Fig. 1: routing congestion
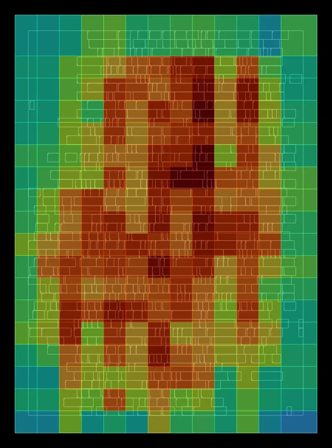
Fig. 2: port wiring
Bar = 20 um.
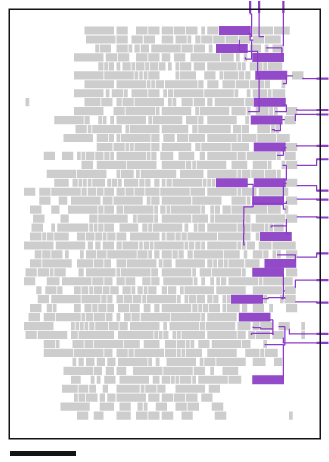
Fig. 3: routed metal, one color a layer
Two of the layers only.
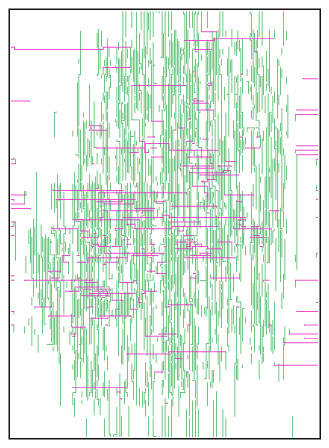
Fig. 4: sequential cells grouped by signal name
Bar = 20 um.
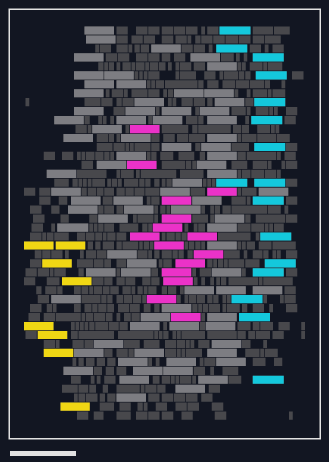
### src/rtl/select_best_hop_pkg.sv
// Shared neighbor-table layout and state encoding for the Q-learning routing
// datapath; the learnCosts writer uses the same layout constants.
package select_best_hop_pkg;

  localparam int WORD_WIDTH    = 16;
  localparam int ADDR_WIDTH    = 11;
  localparam int INDEX_WIDTH   = 5;
  localparam int ENTRY_BYTES   = 8;
  localparam int MAX_NEIGHBORS = 16;

  localparam logic [ADDR_WIDTH-1:0] TABLE_BASE = 11'h000;
  localparam logic [ADDR_WIDTH-1:0] OFF_ID     = 11'd0;
  localparam logic [ADDR_WIDTH-1:0] OFF_BATT   = 11'd2;
  localparam logic [ADDR_WIDTH-1:0] OFF_VAL    = 11'd4;
  localparam logic [ADDR_WIDTH-1:0] OFF_CLUS   = 11'd6;

  localparam logic [WORD_WIDTH-1:0] MIN_BATTERY = 16'd2;
  localparam logic [WORD_WIDTH-1:0] NO_COST     = 16'hFFFF;

  typedef enum logic [3:0] {
    IDLE     = 4'd0,
    CNT_ADDR = 4'd1,
    CNT_CAP  = 4'd2,
    RD_ID    = 4'd3,
    RD_BATT  = 4'd4,
    RD_VAL   = 4'd5,
    RD_CLUS  = 4'd6,
    CMP      = 4'd7,
    DONE     = 4'd8
  } hop_state_e;

  // Entries follow the count word; arithmetic wraps in the address width.
  function automatic logic [ADDR_WIDTH-1:0] entry_addr(
    input logic [INDEX_WIDTH-1:0] index,
    input logic [ADDR_WIDTH-1:0]  offset
  );
    logic [ADDR_WIDTH-1:0] idx_ext;
    idx_ext = ADDR_WIDTH'(index);
    return TABLE_BASE + ADDR_WIDTH'(2) + idx_ext * ADDR_WIDTH'(ENTRY_BYTES) + offset;
  endfunction

endpackage

### src/rtl/select_best_hop.sv
// Scans the neighbor table and reports the eligible neighbor with the lowest
// learned cost; read-only client of the shared memory port.
module select_best_hop
  import select_best_hop_pkg::*;
(
  input  logic                  clock,
  input  logic                  nrst,
  input  logic                  en,
  output logic [ADDR_WIDTH-1:0] address,
  output logic                  wr_en,
  input  logic [WORD_WIDTH-1:0] mem_data_out,
  output logic [WORD_WIDTH-1:0] best_id,
  output logic [WORD_WIDTH-1:0] best_value,
  output logic [WORD_WIDTH-1:0] best_cluster,
  output logic                  found,
  output logic                  done,
  output logic [3:0]            state_out
);

  hop_state_e             state, state_n;
  logic [INDEX_WIDTH-1:0] index, index_n;
  logic [INDEX_WIDTH-1:0] count, count_n;
  logic [WORD_WIDTH-1:0]  id_r, id_n;
  logic [WORD_WIDTH-1:0]  batt_r, batt_n;
  logic [WORD_WIDTH-1:0]  val_r, val_n;
  logic [ADDR_WIDTH-1:0]  address_n;
  logic [WORD_WIDTH-1:0]  best_id_n, best_value_n, best_cluster_n;
  logic                   found_n;
  logic                   done_n;

  assign wr_en     = 1'b0;
  assign state_out = state;

  always_ff @(posedge clock or negedge nrst) begin
    if (!nrst) begin
      state        <= IDLE;
      index        <= '0;
      count        <= '0;
      id_r         <= '0;
      batt_r       <= '0;
      val_r        <= '0;
      address      <= '0;
      best_id      <= '0;
      best_value   <= NO_COST;
      best_cluster <= '0;
      found        <= 1'b0;
      done         <= 1'b0;
    end else begin
      state        <= state_n;
      index        <= index_n;
      count        <= count_n;
      id_r         <= id_n;
      batt_r       <= batt_n;
      val_r        <= val_n;
      address      <= address_n;
      best_id      <= best_id_n;
      best_value   <= best_value_n;
      best_cluster <= best_cluster_n;
      found        <= found_n;
      done         <= done_n;
    end
  end

  // Read data arrives one cycle after its address, so each field is captured
  // in the state following the one that issued its address.
  always_comb begin
    state_n        = state;
    index_n        = index;
    count_n        = count;
    id_n           = id_r;
    batt_n         = batt_r;
    val_n          = val_r;
    best_id_n      = best_id;
    best_value_n   = best_value;
    best_cluster_n = best_cluster;
    found_n        = found;

    case (state)
      IDLE: begin
        if (en) begin
          best_id_n      = '0;
          best_value_n   = NO_COST;
          best_cluster_n = '0;
          found_n        = 1'b0;
          state_n        = CNT_ADDR;
        end
      end
      CNT_ADDR: state_n = CNT_CAP;
      CNT_CAP: begin
        if (mem_data_out > WORD_WIDTH'(MAX_NEIGHBORS))
          count_n = INDEX_WIDTH'(MAX_NEIGHBORS);
        else
          count_n = mem_data_out[INDEX_WIDTH-1:0];
        index_n = '0;
        state_n = (count_n == '0) ? DONE : RD_ID;
      end
      RD_ID: state_n = RD_BATT;
      RD_BATT: begin
        id_n    = mem_data_out;
        state_n = RD_VAL;
      end
      RD_VAL: begin
        batt_n  = mem_data_out;
        state_n = RD_CLUS;
      end
      RD_CLUS: begin
        val_n   = mem_data_out;
        state_n = CMP;
      end
      CMP: begin
        // Strict less-than keeps the earliest entry on equal cost.
        if ((batt_r >= MIN_BATTERY) && (!found || (val_r < best_value))) begin
          best_id_n      = id_r;
          best_value_n   = val_r;
          best_cluster_n = mem_data_out;
          found_n        = 1'b1;
        end
        index_n = index + INDEX_WIDTH'(1);
        state_n = (index_n == count) ? DONE : RD_ID;
      end
      DONE:    state_n = IDLE;
      default: state_n = IDLE;
    endcase

    address_n = address;
    case (state_n)
      IDLE:     address_n = '0;
      CNT_ADDR: address_n = TABLE_BASE;
      RD_ID:    address_n = entry_addr(index_n, OFF_ID);
      RD_BATT:  address_n = entry_addr(index_n, OFF_BATT);
      RD_VAL:   address_n = entry_addr(index_n, OFF_VAL);
      RD_CLUS:  address_n = entry_addr(index_n, OFF_CLUS);
      default:  address_n = address;
    endcase

    done_n = (state_n == DONE);
  end

endmodule

### config.mk
export PLATFORM = sky130hd
export DESIGN_NAME = select_best_hop
export DESIGN_NICKNAME = d
export VERILOG_FILES = /design/src/rtl/select_best_hop_pkg.sv /design/src/rtl/select_best_hop.sv
export SDC_FILE = /design/constraint.sdc
export NUM_CORES = 1
export LEC_CHECK = 0
export CAP_MARGIN = 25
export CORE_AREA = 4 4 90 126
export CTS_BUF_LIST = sky130_fd_sc_hd__clkbuf_8
export CTS_CLUSTER_DIAMETER = 50
export DETAILED_ROUTE_END_ITERATION = 16
export DIE_AREA = 0 0 94 130
export MAX_ROUTING_LAYER = met4
export PLACE_DENSITY = 0.87
export SETUP_SLACK_MARGIN = 0.15
export SLEW_MARGIN = 25
export SYNTH_ARGS = -nofsm -noshare
export SYNTH_HDL_FRONTEND = slang
export SYNTH_SLANG_ARGS = --single-unit
### constraint.sdc
create_clock -name clock -period 2.4 [get_ports clock]
set_input_delay 0.48 -clock clock [delete_from_list [all_inputs] [get_ports clock]]
set_output_delay 0.48 -clock clock [all_outputs]
set_load 0.03 [all_outputs]
==> results.py <==
# Physical implementation metrics
metrics = {
    "floorplan": {
        "die_height_um": 130,
        "die_x_um": 94,
        "fp_util_pct": 54.14,
        "fp.coreArea_um2": 10240,
        "placementRows": 44,
        "chipArea_um2": 12220,
    },
    "global_routing": {
        "grt-ovfl-total": 0,
        "grt_max_degree": 50,
        "grt_pass1_vias": 4908,
        "antenna_found_initial": 0,
        "grt_pass1_wl_um": 24540,
    },
    "synthesis": {
        "ff_type": "dfrtp_1",
        "yosys.area.top_type": "dfrtp_1",
        "synth-edff-count": 0,
        "yosysSeqAreaShare_pct": 54.07,
        "top_area_share_pct": 46.49,
        "synth.avg_cell_area_um2": 10.25,
        "yosysWarnings": 0,
        "synthTopCellsByArea": "dfrtp_1, dfstp_2, nand2_1, mux2i_1, o21ai_0",
        "ys_area_um2": 5544,
        "async_reset_ff_share_pct": 100.0,
        "ys_types": 53,
        "ys_cells": 541,
        "ys.flops": 119,
        "netlist_area_um2": 5544,
        "postSynthCellCount": 541,
    },
    "worst_setup_path": {
        "cp_slowest_stage_delay_ps": 540,
        "ff2ff_path_depth": 10,
        "worstPathCellList": "inv_2 -> ha_4 -> a21o_1 -> a21o_1 -> a21oi_2 -> o211ai_1 -> a21o_4 -> clkbuf_16 -> buf_12 -> mux2i_1",
        "worstPathArrival_ps": 2670,
        "crit_path_top_delay_cell": "dfstp_2",
        "critical_path_class": "reg -> reg",
        "r2r-end": "best_id[15]$_DFFE_PN0P_",
        "startpoint_type": "register",
        "r2r_slack_ps": 60,
        "critPathMostFrequentCell": "a21o_1",
        "end_kind": "register",
        "crit_fanout": 7,
        "r2r-start": "best_value[9]$_DFFE_PN1P_",
        "worstPathRequired_ps": 2740,
    },
    "flow_run": {
        "drv_cap": 0,
        "warning_count": 28,
    },
    "clock_tree": {
        "insertion_delay_ps": 460,
        "cts_tree": "yes",
        "numCtsBuffers": 17,
        "clockBufferDepth": 2,
        "ctsHtreeMaxLevel": 4,
        "cts_sinks": 119,
        "cts_root_buf": "clkbuf_8",
        "clk_pin_slew_worst_paths_ps": 80,
    },
    "timing": {
        "max-slew-margin-rel_pct": 63.42,
        "worstMarginPinSlew_ps": 548.7,
        "rsz0062_at_grt": "true",
        "skew_ps": 13.31,
        "final_max_slew_viol_count": 0,
        "fmax_mhz": 427.6,
        "period_used_pct": 97.43,
        "hold_viol": 0,
        "fin_crit_ps": 2338,
        "fin_setup_tns_ps": 0,
        "finalSetupViolations": 0,
        "worst_slack_ps": 61.61,
    },
    "finish": {
        "drive_above_1_share_pct": 22.68,
        "mostFrequentLayoutCell": "nand2_1",
        "stdcell_area_um2": 7560,
        "area_delta_synth_final_pct": 36.36,
        "insertedDiodeCount": 0,
        "final_cell_mix": "nand2_1, dfrtp_1, clkdlybuf4s50_1",
        "nNetsFinal": 702,
    },
    "pwr": {
        "p_per_area_nw_per_um2": 1504,
        "ir_worst_vdd_v": 0.0007443,
        "p_leak_nw": 3.741,
    },
    "route": {
        "drc": 0,
        "final_antenna_net_count": 0,
        "first_pass_iters": 5,
        "drt_iter0_markers": 406,
        "viasPerCell": 5.908,
    },
    "run_status": {
        "outcome": "finished, final reports clean",
    },
    "place": {
        "pre_cts_ws_ps": -486.4,
        "place_congestion": 0.8985,
        "placedInstanceArea_um2": 6749,
        "dp_hpwl_um": 10080,
    },
    "min_path": {
        "hold_path.class": "in -> async",
    },
}
-- Fig. 1 (at the start) --
met3 usage: 6.517%
WL/cell: 20.28 um

-- Fig. 2 (at the start) --
- purple: best_value (bits 16; direction output; edge 13 east, 3 north; end cells 16; buffers 16; wire 328 um)
num ports: 85
I/O Buffers: 80

-- Fig. 3 (at the start) --
- green: met2 (wire length 8640 um)
- magenta: met3 (wire length 1020 um)
Tot GR Track Use: 27.37%
Via Count: 4827
final WL: 16570 um

-- Fig. 4 (at the start) --
- magenta: batt_r (sequential cells 15; where center)
- yellow: address (sequential cells 8)
- cyan: best_value (sequential cells 16)
- not colored: 80
FF/Latch Area: 2999 um2
Seq/total area: 39.67%

==> cell usage after synthesis (4+ instances only) <==
cell and number:
a21o_1 7, nor4_1 7, nor3_1 8, a31oi_1 4
xor2_1 4, a21oi_1 7, nand2b_1 7, nand3_1 5
mux2_2 18, nor2_1 11, dfstp_2 16, ha_1 17
mux2i_1 32, o21ai_0 54, nand2_1 106, buf_4 5
a22o_1 5, clkbuf_1 16, dfrtp_1 103, buf_2 6
a221o_1 5, inv_1 50, xnor2_1 4
==> sequential cells by signal, summed over array words and instances, names as in the netlist, 8 cells and up <==
name,cells
address,8
batt_r,15
best_cluster,16
best_id,16
best_value,16
id_r,16
val_r,16
==> per-stage QoR <==
step | instances | util (%) | hold slack [ps] | power (mW)
after detailed placement | 773 | 65.91 | 476.5 | 8.486
after global placement | 773 | 65.91 | 456.4 | 8.219
after CTS | 808 | 71.54 | 11.33 | 10.79
final | 817 | 73.83 | 1.543 | 11.37
after floorplan | 544 | - | 184.4 | 6.673
after global routing | 817 | 73.83 | 20.16 | 11.98
==> power by group <==
group          internal (mW)  total, mW  switching, mW
Combinational           2.49       5.74           3.25
Clock                   1.18       2.05          0.870
Sequential              2.97       3.59          0.619
==> area by class of cell <==
cell class | count | area [um2]
tap | 138 | 172.7
timing repair buffer | 133 | 1355
inverter | 50 | 187.7
clock inverter | 13 | 177.7
clock buffer | 19 | 261.5
sequential | 119 | 2999
multi-input combinational | 345 | 2406
fill | 626 | 2680
==> what timing repair did <==
action | CTS | global route
gates cloned | 2 | 2
gates resized | 17 | 25
hold buffers | 0 | 0
endpoints found under the setup margin | 55 | 54
buffers inserted | 1 | 7
pin swaps | 1 | 7
==> per-layer routing <==
metal  global-route usage [%]  up-vias  share of wire, %
met1                    29.65     2355                35
li1                         -     2087                 -
met4                    14.29        0               6.5
met5                        -        -                 0
met2                    46.47      280                52
met3                    6.517      105               6.1
==> worst max-delay path, delay by kind of cell (launching register included) <==
family	cells	cell delay [ps]
compound gates	5	980
fa+ha+maj	1	230
buf+inv	3	360
flops	1	540
mux	1	110
==> how the worst max path moves through the flow <==
stage / end / depth (start not counted) / slack (ps) / from
floorplan: best_cluster[0]$_DFFE_PN0P_ / 10 / 170 / best_value[9]$_DFFE_PN1P_
global placement: address[7]$_DFFE_PN0P_ / 7 / -390 / mem_data_out[0]
detailed placement: address[7]$_DFFE_PN0P_ / 7 / -490 / mem_data_out[0]
CTS: address[7]$_DFFE_PN0P_ / 7 / 100 / index[1]$_DFF_PN0_
global route: best_id[15]$_DFFE_PN0P_ / 10 / 7 / best_value[9]$_DFFE_PN1P_
finish: best_id[15]$_DFFE_PN0P_ / 10 / 60 / best_value[9]$_DFFE_PN1P_
==> cell families (layout without fill, tap and decap cells) <==
group                    count (synthesis)  after routing  synth area share, %
other                                    1              4              0.06764
flip-flops                             119            119                54.07
AND-OR/OR-AND                          103            103                11.96
multiplexers                            50             50                9.434
XOR/XNOR                                 8              8                1.264
adder cells (fa/ha/maj)                 17             17                3.837
AND/OR/NAND/NOR                        163            163                13.20
buffers and inverters                   80            215                6.161
Power is estimated from default activity; no workload was simulated.
